--- src/rtl/oam_dma_ctrl.sv ---
// oam_dma_ctrl: sprite DMA engine and memory-bus arbiter between the CPU and shared memory.
// A CPU write of a page number to the trigger register stalls the CPU. The block then copies
// XFER_LEN bytes from {page,8'h00} into OAM and hands the bus back to the CPU.
module oam_dma_ctrl #(
    parameter int                    ADDR_WIDTH   = 16,
    parameter int                    REG_WIDTH    = 8,
    parameter logic [ADDR_WIDTH-1:0] DMA_REG_ADDR = 16'h4014,
    parameter int                    XFER_LEN     = 256
) (
    input  logic                  clk,
    input  logic                  reset_n,
    input  logic [ADDR_WIDTH-1:0] cpu_addr,
    input  logic                  cpu_we,
    input  logic [REG_WIDTH-1:0]  cpu_wdata,
    output logic                  cpu_rdy,
    output logic [ADDR_WIDTH-1:0] mem_addr,
    output logic                  mem_we,
    input  logic [REG_WIDTH-1:0]  mem_rdata,
    output logic [7:0]            oam_addr,
    output logic [REG_WIDTH-1:0]  oam_wdata,
    output logic                  oam_we,
    output logic                  dma_busy
);

    localparam logic [7:0] LAST_IDX = 8'(XFER_LEN - 1);

    typedef enum logic [2:0] {
        S_IDLE,
        S_HALT,
        S_ALIGN,
        S_READ,
        S_WRITE,
        S_DONE
    } state_t;

    state_t               state_q, state_d;
    logic [REG_WIDTH-1:0] page_q, page_d;
    logic [7:0]           idx_q, idx_d;
    logic                 parity_q;

    // State, latched page, byte index and the free-running even/odd cycle marker.
    always_ff @(posedge clk or negedge reset_n) begin
        if (!reset_n) begin
            state_q  <= S_IDLE;
            page_q   <= '0;
            idx_q    <= '0;
            parity_q <= 1'b0;
        end else begin
            state_q  <= state_d;
            page_q   <= page_d;
            idx_q    <= idx_d;
            parity_q <= ~parity_q;
        end
    end

    // Next-state decode plus the bus mux and OAM strobes; the CPU owns the bus except in READ/WRITE.
    always_comb begin
        state_d   = state_q;
        page_d    = page_q;
        idx_d     = idx_q;
        cpu_rdy   = 1'b1;
        dma_busy  = 1'b0;
        oam_we    = 1'b0;
        oam_addr  = '0;
        oam_wdata = '0;
        mem_addr  = cpu_addr;
        mem_we    = cpu_we;

        case (state_q)
            S_IDLE: begin
                if (cpu_we && (cpu_addr == DMA_REG_ADDR)) begin
                    page_d  = cpu_wdata;
                    idx_d   = '0;
                    state_d = S_HALT;
                end
            end
            S_HALT: begin
                cpu_rdy  = 1'b0;
                dma_busy = 1'b1;
                // A 6502 keeps running write cycles regardless of rdy, so wait them out.
                // The first READ must land on an even cycle.
                if (!cpu_we) begin
                    state_d = parity_q ? S_READ : S_ALIGN;
                end
            end
            S_ALIGN: begin
                cpu_rdy  = 1'b0;
                dma_busy = 1'b1;
                state_d  = S_READ;
            end
            S_READ: begin
                cpu_rdy  = 1'b0;
                dma_busy = 1'b1;
                mem_addr = {page_q, idx_q};
                mem_we   = 1'b0;
                state_d  = S_WRITE;
            end
            S_WRITE: begin
                cpu_rdy   = 1'b0;
                dma_busy  = 1'b1;
                mem_addr  = {page_q, idx_q};
                mem_we    = 1'b0;
                oam_we    = 1'b1;
                oam_addr  = idx_q;
                oam_wdata = mem_rdata;
                if (idx_q == LAST_IDX) begin
                    state_d = S_DONE;
                end else begin
                    idx_d   = idx_q + 8'd1;
                    state_d = S_READ;
                end
            end
            S_DONE: begin
                state_d = S_IDLE;
            end
            default: begin
                state_d = S_IDLE;
            end
        endcase
    end

endmodule

--- config.mk ---
export PLATFORM = sky130hd
export DESIGN_NAME = oam_dma_ctrl
export DESIGN_NICKNAME = d
export VERILOG_FILES = /design/src/rtl/oam_dma_ctrl.sv
export SDC_FILE = /design/constraint.sdc
export NUM_CORES = 1
export LEC_CHECK = 0
export ABC_AREA = 1
export CELL_PAD_IN_SITES_DETAIL_PLACEMENT = 1
export CELL_PAD_IN_SITES_GLOBAL_PLACEMENT = 2
export CORE_UTILIZATION = 21
export CTS_BUF_LIST = sky130_fd_sc_hd__clkbuf_8
export DETAILED_ROUTE_END_ITERATION = 12
export HOLD_SLACK_MARGIN = 0.02
export PLACE_DENSITY_LB_ADDON = 0.05
export RECOVER_POWER = 50
export REMOVE_ABC_BUFFERS = 1
export SYNTH_ARGS = -nofsm -noshare
export SYNTH_HDL_FRONTEND = slang
export SYNTH_SLANG_ARGS = --single-unit
--- constraint.sdc ---
create_clock -name clk -period 1.5 [get_ports clk]
set_input_delay 0.3 -clock clk [delete_from_list [all_inputs] [get_ports clk]]
set_output_delay 0.3 -clock clk [all_outputs]
set_load 0.05 [all_outputs]
Fig. 1: run 1, wiring by layer
Bar = 20 µm.
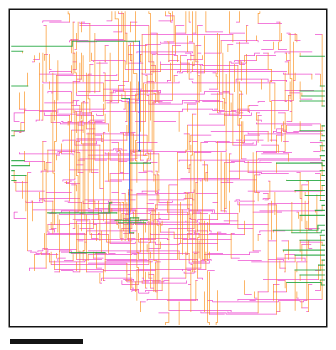
magenta -> met1  # wire length 2,990 µm
orange -> met2  # wire length 3,380 µm
blue -> met4  # wire length 66.6 µm
green -> met3  # wire length 295 µm
global router's overall resource usage: 0.163
wire length per cell after detailed routing: 15.0 µm
vias post-DR: 1,971
total wirelength of the detailed-routed design: 6730 µm

Fig. 2: run 1, cells coloured by class
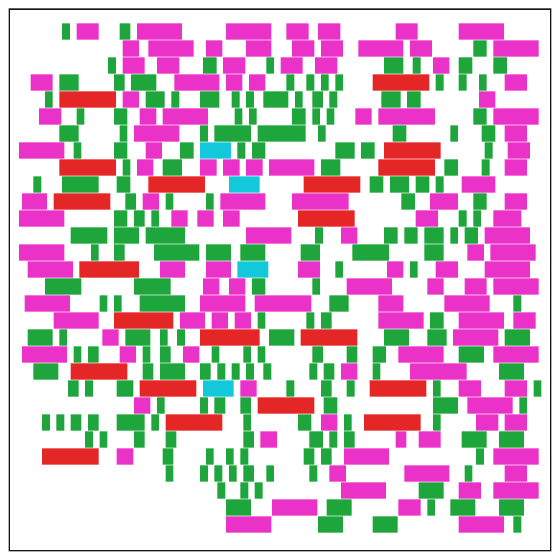
cyan -> clock drivers and dummy loads  # cells 4, share of their area 1.6%
green -> all other logic  # cells 205, share of their area 37%
red -> flops  # cells 20, share of their area 15%
magenta -> other buffers and delay cells  # cells 123, share of their area 47%
placement row count: 30
flop share of the area: 0.140
finished layout cell area: 0.00359 mm²
core region area: 0.00683 mm²
Final Util: 0.525

Fig. 3: run 1, wire density map
Bar = 20 µm. The die is cut into 17 by 17 equal tiles; dark blue is low, red is high, scaled to the fullest tile. Values are wire area over tile area, all layers added.
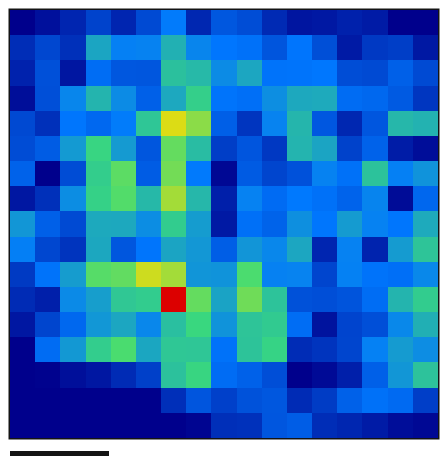
tiles over half the peak = 5.5%
fullest tile = 0.59
densest ninth of the die = centre
mean over tiles = 0.14
nearly empty tiles = 8.3%
emptiest ninth of the die = lower left

==> flow_results.xml, run 1 <==
<?xml version="1.0" encoding="UTF-8"?>
<metrics>
  <group name="synth">
    <metric name="mux_area_fraction" unit="">0</metric>
    <metric name="synthFlopType" unit="">sky130_fd_sc_hd__dfrtp_1</metric>
    <metric name="yosys-dominant-comb-family" unit="">simple AND/OR/NAND/NOR gates</metric>
    <metric name="synthDominantAreaCellType" unit="">sky130_fd_sc_hd__dfrtp_1</metric>
    <metric name="synth.cells.most_frequent" unit="">sky130_fd_sc_hd__nand2_1 (59), sky130_fd_sc_hd__inv_1 (40), sky130_fd_sc_hd__nor2_1 (37)</metric>
  </group>
  <group name="final_layout">
    <metric name="area.share.combinational" unit="">0.306</metric>
    <metric name="filler_cell_count" unit="">786</metric>
  </group>
  <group name="run">
    <metric name="stage_log_warnings" unit="">27</metric>
  </group>
  <group name="sta">
    <metric name="f_max" unit="MHz">518</metric>
    <metric name="setup_slack" unit="ns">-0.432</metric>
    <metric name="final_count_of_negative_setup_slack_endpoints" unit="">52</metric>
  </group>
  <group name="clock_network">
    <metric name="ctsRootBufferMaster" unit="">sky130_fd_sc_hd__clkbuf_8</metric>
  </group>
  <group name="power_and_ir_drop">
    <metric name="power_in_the_clock_group" unit="mW">0.431</metric>
    <metric name="power.share.switching" unit="">0.232</metric>
    <metric name="vdd_ir_drop_max" unit="mV">0.222</metric>
  </group>
  <group name="global_routing">
    <metric name="global_route_wire_length_before_repair" unit="µm">9270</metric>
    <metric name="global_route.peak_usage_layer" unit="">met2</metric>
    <metric name="grt_start_max_net_pins" unit="">25</metric>
  </group>
  <group name="setup_path">
    <metric name="worst_setup_path_end_kind" unit="">output port</metric>
  </group>
  <group name="run_status">
    <metric name="status" unit="">complete, but fails checks</metric>
    <metric name="failed_checks" unit="">setup timing</metric>
  </group>
  <group name="floorplan">
    <metric name="design.portCount" unit="">71</metric>
  </group>
</metrics>
==> run 1 -> run 2 <==
--- a/config.mk
+++ b/config.mk
@@ -9,7 +9,7 @@
 export CELL_PAD_IN_SITES_DETAIL_PLACEMENT = 1
 export CELL_PAD_IN_SITES_GLOBAL_PLACEMENT = 2
 export CORE_UTILIZATION = 21
-export CTS_BUF_LIST = sky130_fd_sc_hd__clkbuf_8
+export CTS_BUF_LIST = sky130_fd_sc_hd__clkbuf_4
 export DETAILED_ROUTE_END_ITERATION = 12
 export HOLD_SLACK_MARGIN = 0.02
 export PLACE_DENSITY_LB_ADDON = 0.05
==> run 2 against run 1 <==
  * Clock power fell by 35%
  * Synthesized cell count did not move
  * Global-route usage fell by 0.061 points
  * Count of clock-buffer cells in the layout fell by 1
  * Sequential power barely moved
  * Final cell count fell by 0.67%
  * Largest cell class unchanged
  * The run still ends with setup timing left
  * Clock skew rose by 0.011 ns
  * Combinational power fell by 2%
  * Highest routed layer unchanged
  * Wire length fell by 7.2%
  * Non-clock buffer count fell by 4
  * Flip-flop count did not move
==> flow_results.xml, run 2 <==
<?xml version="1.0" encoding="UTF-8"?>
<metrics>
  <group name="setup_path">
    <metric name="worst_setup_path_end_kind" unit="">output port</metric>
    <metric name="critical_path_peak_fanout" unit="">7</metric>
  </group>
  <group name="run_status">
    <metric name="failed_checks" unit="">setup timing</metric>
    <metric name="status" unit="">complete, but fails checks</metric>
  </group>
  <group name="synth">
    <metric name="synthDominantAreaCellType" unit="">sky130_fd_sc_hd__dfrtp_1</metric>
    <metric name="synth.cells.most_frequent" unit="">sky130_fd_sc_hd__nand2_1 (59), sky130_fd_sc_hd__inv_1 (40), sky130_fd_sc_hd__nor2_1 (37)</metric>
    <metric name="yosys-dominant-comb-family" unit="">simple AND/OR/NAND/NOR gates</metric>
    <metric name="synthFlopType" unit="">sky130_fd_sc_hd__dfrtp_1</metric>
    <metric name="mux_area_fraction" unit="">0</metric>
  </group>
  <group name="power_and_ir_drop">
    <metric name="power.share.switching" unit="">0.248</metric>
    <metric name="power_in_the_clock_group" unit="mW">0.278</metric>
  </group>
  <group name="floorplan">
    <metric name="design.portCount" unit="">71</metric>
    <metric name="core.rowCount" unit="">30</metric>
    <metric name="well_tap_count" unit="">96</metric>
  </group>
  <group name="global_routing">
    <metric name="global_route_wire_length_before_repair" unit="µm">9270</metric>
    <metric name="grt_start_max_net_pins" unit="">25</metric>
    <metric name="number_of_global_route_vias_before_repair" unit="">1906</metric>
  </group>
  <group name="sta">
    <metric name="f_max" unit="MHz">512</metric>
    <metric name="setup_slack" unit="ns">-0.454</metric>
    <metric name="final_count_of_negative_setup_slack_endpoints" unit="">37</metric>
  </group>
  <group name="drt">
    <metric name="drt_first_iter_violations" unit="">51</metric>
  </group>
  <group name="final_layout">
    <metric name="area.share.combinational" unit="">0.316</metric>
    <metric name="filler_cell_count" unit="">795</metric>
  </group>
  <group name="run">
    <metric name="stage_log_warnings" unit="">27</metric>
  </group>
  <group name="clock_network">
    <metric name="tritoncts" unit="">built</metric>
  </group>
</metrics>
Fig. 4: run 2, wiring by layer
Bar = 20 µm.
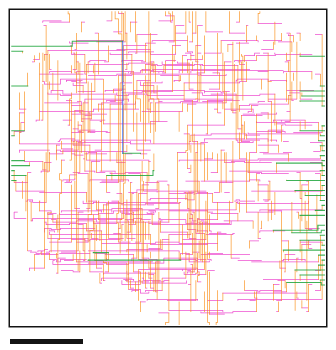
blue -> met4  # wire length 30.6 µm
green -> met3  # wire length 274 µm
orange -> met2  # wire length 2,980 µm
magenta -> met1  # wire length 2,960 µm
total wirelength of the detailed-routed design: 6250 µm
vias post-DR: 1,952
global router's overall resource usage: 0.162
wire length per cell after detailed routing: 14.0 µm

Fig. 5: run 2, cells coloured by class
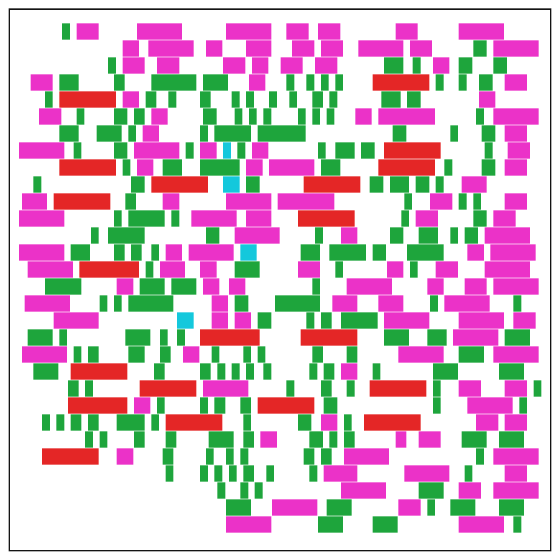
cyan -> clock drivers and dummy loads  # cells 4, share of their area 0.78%
green -> all other logic  # cells 206, share of their area 38%
magenta -> other buffers and delay cells  # cells 119, share of their area 46%
red -> flops  # cells 20, share of their area 15%
finished layout cell area: 0.00350 mm²
flop share of the area: 0.144
Final Util: 0.512

==> run 2 -> run 3 <==
--- a/config.mk
+++ b/config.mk
@@ -8,11 +8,12 @@
 export ABC_AREA = 1
 export CELL_PAD_IN_SITES_DETAIL_PLACEMENT = 1
 export CELL_PAD_IN_SITES_GLOBAL_PLACEMENT = 2
+export CORE_MARGIN = 5
 export CORE_UTILIZATION = 21
 export CTS_BUF_LIST = sky130_fd_sc_hd__clkbuf_4
 export DETAILED_ROUTE_END_ITERATION = 12
 export HOLD_SLACK_MARGIN = 0.02
-export PLACE_DENSITY_LB_ADDON = 0.05
+export PLACE_DENSITY = 0.86
 export RECOVER_POWER = 50
 export REMOVE_ABC_BUFFERS = 1
 export SYNTH_ARGS = -nofsm -noshare
==> run 3 against run 2 <==
  * The flow still finishes with violations (setup timing)
  * Clock skew shrank 0.012 ns
  * Die area grew 19%
  * Sequential share of layout area grew 1.1 points
  * Register-to-register slack lost 0.11 ns
  * Worst setup slack lost 0.011 ns
  * Combinational power shrank 5%
==> flow_results.xml, run 3 <==
<?xml version="1.0" encoding="UTF-8"?>
<metrics>
  <group name="run_status">
    <metric name="status" unit="">complete, but fails checks</metric>
    <metric name="failed_checks" unit="">setup timing</metric>
  </group>
  <group name="global_routing">
    <metric name="grt_start_max_net_pins" unit="">24</metric>
    <metric name="global_route_wire_length_before_repair" unit="µm">9360</metric>
  </group>
  <group name="power_and_ir_drop">
    <metric name="power_in_the_clock_group" unit="mW">0.271</metric>
    <metric name="power.share.switching" unit="">0.245</metric>
  </group>
  <group name="sta">
    <metric name="final_count_of_negative_setup_slack_endpoints" unit="">45</metric>
    <metric name="setup_slack" unit="ns">-0.465</metric>
    <metric name="f_max" unit="MHz">509</metric>
  </group>
  <group name="final_layout">
    <metric name="area.share.combinational" unit="">0.301</metric>
    <metric name="filler_cell_count" unit="">839</metric>
  </group>
  <group name="drt">
    <metric name="drt_first_iter_violations" unit="">50</metric>
  </group>
  <group name="floorplan">
    <metric name="design.portCount" unit="">71</metric>
    <metric name="well_tap_count" unit="">96</metric>
    <metric name="core.rowCount" unit="">30</metric>
  </group>
  <group name="clock_network">
    <metric name="tritoncts" unit="">built</metric>
  </group>
  <group name="synth">
    <metric name="synth.cells.most_frequent" unit="">sky130_fd_sc_hd__nand2_1 (59), sky130_fd_sc_hd__inv_1 (40), sky130_fd_sc_hd__nor2_1 (37)</metric>
    <metric name="synthFlopType" unit="">sky130_fd_sc_hd__dfrtp_1</metric>
    <metric name="yosys-dominant-comb-family" unit="">simple AND/OR/NAND/NOR gates</metric>
  </group>
  <group name="run">
    <metric name="stage_log_warnings" unit="">27</metric>
  </group>
  <group name="setup_path">
    <metric name="worst_setup_path_end_kind" unit="">output port</metric>
  </group>
</metrics>
Fig. 6: run 3, cells coloured by class
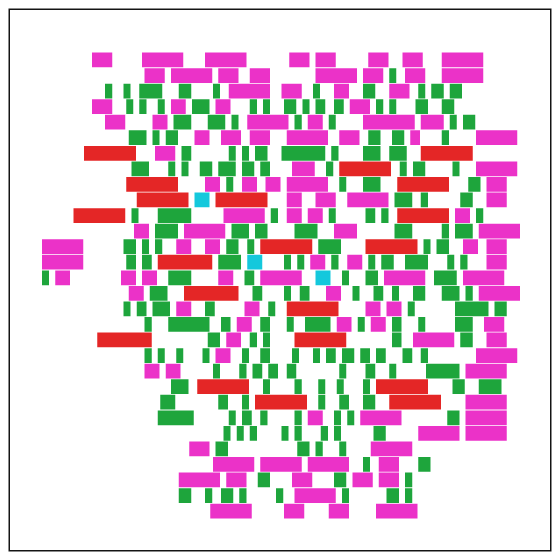
green -> all other logic  # cells 206, share of their area 37%
cyan -> cells driving clock nets  # cells 3, share of their area 0.72%
magenta -> other buffers and delay cells  # cells 114, share of their area 46%
red -> flops  # cells 20, share of their area 16%
flop share of the area: 0.155
Final Util: 0.474
finished layout cell area: 0.00325 mm²
core region area: 0.00687 mm²

Fig. 7: run 3, wiring by layer
Bar = 20 µm.
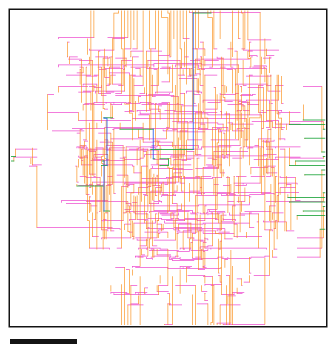
magenta -> met1  # wire length 2,450 µm
orange -> met2  # wire length 3,670 µm
blue -> met4  # wire length 79.8 µm
green -> met3  # wire length 140 µm
global router's overall resource usage: 0.131
total wirelength of the detailed-routed design: 6340 µm
vias post-DR: 1,888
wire length per cell after detailed routing: 14.4 µm


==> gallery <==
Congestion heat map.
picture 1
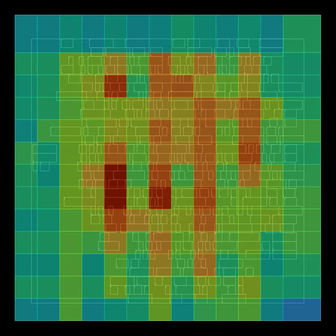
picture 2
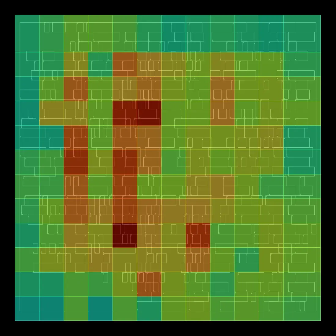
| picture | from |
|---|---|
| picture 1 | run 3 |
| picture 2 | run 1 |
- highest track usage: picture 2

Power and IR drop assume default switching activity.
